==> images/layers.png <==
Bar = 20 µm. Only two layers are drawn.
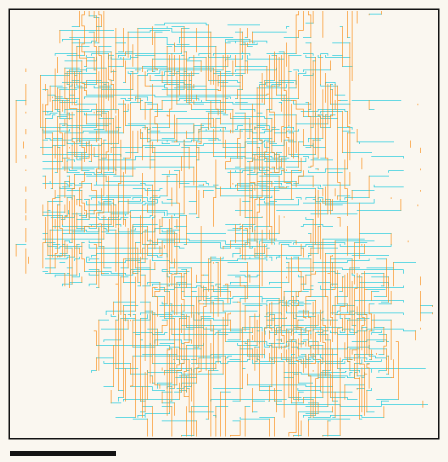
==> images/clock_nets.png <==
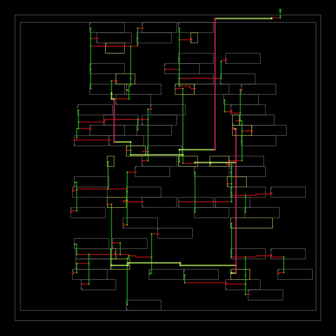
==> config.mk <==
export PLATFORM = sky130hd
export DESIGN_NAME = requant_sat_flat
export DESIGN_NICKNAME = d
export VERILOG_FILES = /design/src/rtl/ekf_fxp_pkg.sv /design/src/rtl/requant_sat_if.sv /design/src/rtl/fxp_clip.sv /design/src/rtl/requant_sat.sv /design/src/flat_wrapper.sv
export SDC_FILE = /design/constraint.sdc
export NUM_CORES = 1
export LEC_CHECK = 0
export CAP_MARGIN = 20
export CORE_UTILIZATION = 55
export DETAILED_ROUTE_END_ITERATION = 16
export GPL_ROUTABILITY_DRIVEN = 0
export MAX_ROUTING_LAYER = met4
export PLACE_DENSITY = 0.95
export SETUP_SLACK_MARGIN = 0.3
export SYNTH_ARGS = -nofsm -noshare
export SYNTH_HDL_FRONTEND = slang
export SYNTH_HIERARCHICAL = 1
export SYNTH_SLANG_ARGS = --single-unit
==> constraint.sdc <==
create_clock -name clk -period 7.04 [get_ports clk]
set_input_delay 2.112 -clock clk [delete_from_list [all_inputs] [get_ports clk]]
set_output_delay 2.112 -clock clk [all_outputs]
set_load 0.01 [all_outputs]
==> impl_metrics.toml <==
# physical design summary
[yosys]
common_cells = "98 x nand2_1, 62 x dfrtp_1, 30 x nand4_1"
ys_top_logic_family = "simple AND/OR/NAND/NOR gates"
yosys.area.top_type = "dfrtp_1"
synthFlopType = "dfrtp_1"
aoi_share = 0.1512
yosys_cells = 396
synthCells = 396
synthXorXnorAreaFrac = 0.03075
simple_gate_area_frac = 0.3064
fp_nets = 428
ys_area_um2 = 3418
ys_ff = 62
netlist_area_um2 = 3418
ys_seq_frac = 0.4539
avgSynthCellArea_um2 = 8.632
top_area_frac = 0.4539
synthTopCellsByArea = "dfrtp_1 45%, nand2_1 11%, nand4_1 5.5%"
synth_top_cell_by_count = "nand2_1"
adder_share = 0.007321
ys_sh_mux = 0.006223
ys_types = 42
synth_warnings = 6

[clock_tree]
cts_resized = 0
cts.reportedPaths.clkPinSlew_ps = 60
postCtsHoldBufs = 0
cts_buffers = 9
post_cts_buffers = 0
cts_root_buf = "clkbuf_8"
clockBufferDepth = 2
ctsHtreeMaxLevel = 3
cts_tree = "built"

[grt]
antenna_found_initial = 0
grt_pass1_wl_um = 13640
overflow = 0
grt_max_degree = 63
first_global_vias = 3037
track_usage = 0.2764

[timing]
finalSetupTns_ps = 0
post-route-min-period_ps = 5537
setup_ws_ps = 1503
worst-slew-pin-transition_ps = 1057
slew_violations = 0
fmax_mhz = 180.6
rsz0062_at_grt = "no"
hold_ws_ps = 468.3
final-setup-viol-count = 0
fin_skew_ps = 5.990
timing.final.hold_violations = 0
slew_headroom = 0.2939
period_used_share = 0.7864

[drt]
wl_met2_um = 3968
wl_met1_um = 3568
drt_iter0_markers = 376
vias = 3291
postRouteAntennaNets = 0
drcViolationCount = 0
wl_met3_um = 591
firstDrtPassIters = 5
vias_per_cell = 6.245

[power]
p_sw_uw = 278.2
intPower_uw = 691.3
p_comb_uw = 209
maxPowerGroup = "sequential cells"
finalPower_uw = 969.4
clkPwrFrac = 0.318
irDropWorstVdd_mv = 0.1308
pg_seq_uw = 452
p_sw_frac = 0.2869
pwr-share-comb = 0.216
p_per_area_nw_per_um2 = 227.7
p_seq_frac = 0.466
p_leak_uw = 0.001702

[layout]
fin_cells = 527
largest_register_ffs = 22
diodes = 0
drive_gt1_frac = 0.05088
syn_to_final_growth_pct = 24.56
final_common_cell = "nand2_1"
nFillCells = 435
fin_nets = 479
finalInstanceArea_um2 = 4258
layout_top_cells = "98 x nand2_1, 65 x clkdlybuf4s50_1, 62 x dfrtp_1"
fin_util = 0.7149

[hold_path]
hold_depth = 2
hold_path_class = "reg -> reg"

[critical_path]
crit_path_end_kind = "output port"
r2r_slack_ps = 3670
crit_slowest_cell = "clkdlybuf4s50_1"
path_class = "in -> out"
crit_chain = "clkdlybuf4s50_1, nand2b_1, and2_1, clkdlybuf4s50_1"
critPathMaxFanout = 2
crit_top_cell = "clkdlybuf4s50_1"
reg2reg_depth = 7
required_ps = 4930
cp_slowest_stage_delay_ps = 530
startpoint_type = "input pin"
critPathArrivalTime_ps = 3420

[placement]
hpwlAfterDp_um = 5534
post_dp_cell_area_um2 = 4058
io_buffer_count = 66
dp_slack_ps = 1502
place_inst = 511

[status]
status = "complete, no violations"

[floorplanning]
die_x_um = 80.84
core-area_um2 = 5956
io_pins = 70
fp.dieH_um = 80.84
dieArea_um2 = 6534
num_rows = 28
fp_util = 0.5739

[job]
warnings = 29
drv_cap = 0
-- layers.png (at the start) --
legend:
  M2:
    color: orange
    wire_length: 3970 µm
  M1:
    color: cyan
    wire_length: 3570 µm
WL per Instance: 15.71 µm
DRT Wirelength: 8277 µm

-- clock_nets.png (at the start) --
CTS sink cnt: 62
CLK BUF: 12
Latency at later pin: 340 ps
Clock group: 308 µW
flop count: 62

[final cells by class]
type	count	area, µm²	area share
Timing Repair Buffer	69	678.2	0.1593
Sequential cell	62	1551	0.3644
Inverter	5	18.77	0.004408
Tap cell	75	93.84	0.02204
Multi-Input combinational cell	300	1715	0.4029
Clock inverter	4	45.04	0.01058
Clock buffer	12	155.1	0.03644
[metal layers]
layer	global-route usage	vias to the layer above
li1	-	1557
met1	0.3568	1544
met2	0.4244	172
met3	0.03820	18
met4	0.1429	0
met5	-	-
[worst max-delay path, delay by kind of cell]
kind	cells	cell delay (ps)
simple gates	2	260
buf+inv	2	1040
[kinds of logic after synthesis]
logic type,Yosys count
flip-flops,62
multiplexers,2
XOR/XNOR,12
AND-OR/OR-AND,76
AND/OR/NAND/NOR,208
buffers and inverters,34
adder cells (fa/ha/maj),2
No activity file was given, so power comes from the tool's default toggle rates.
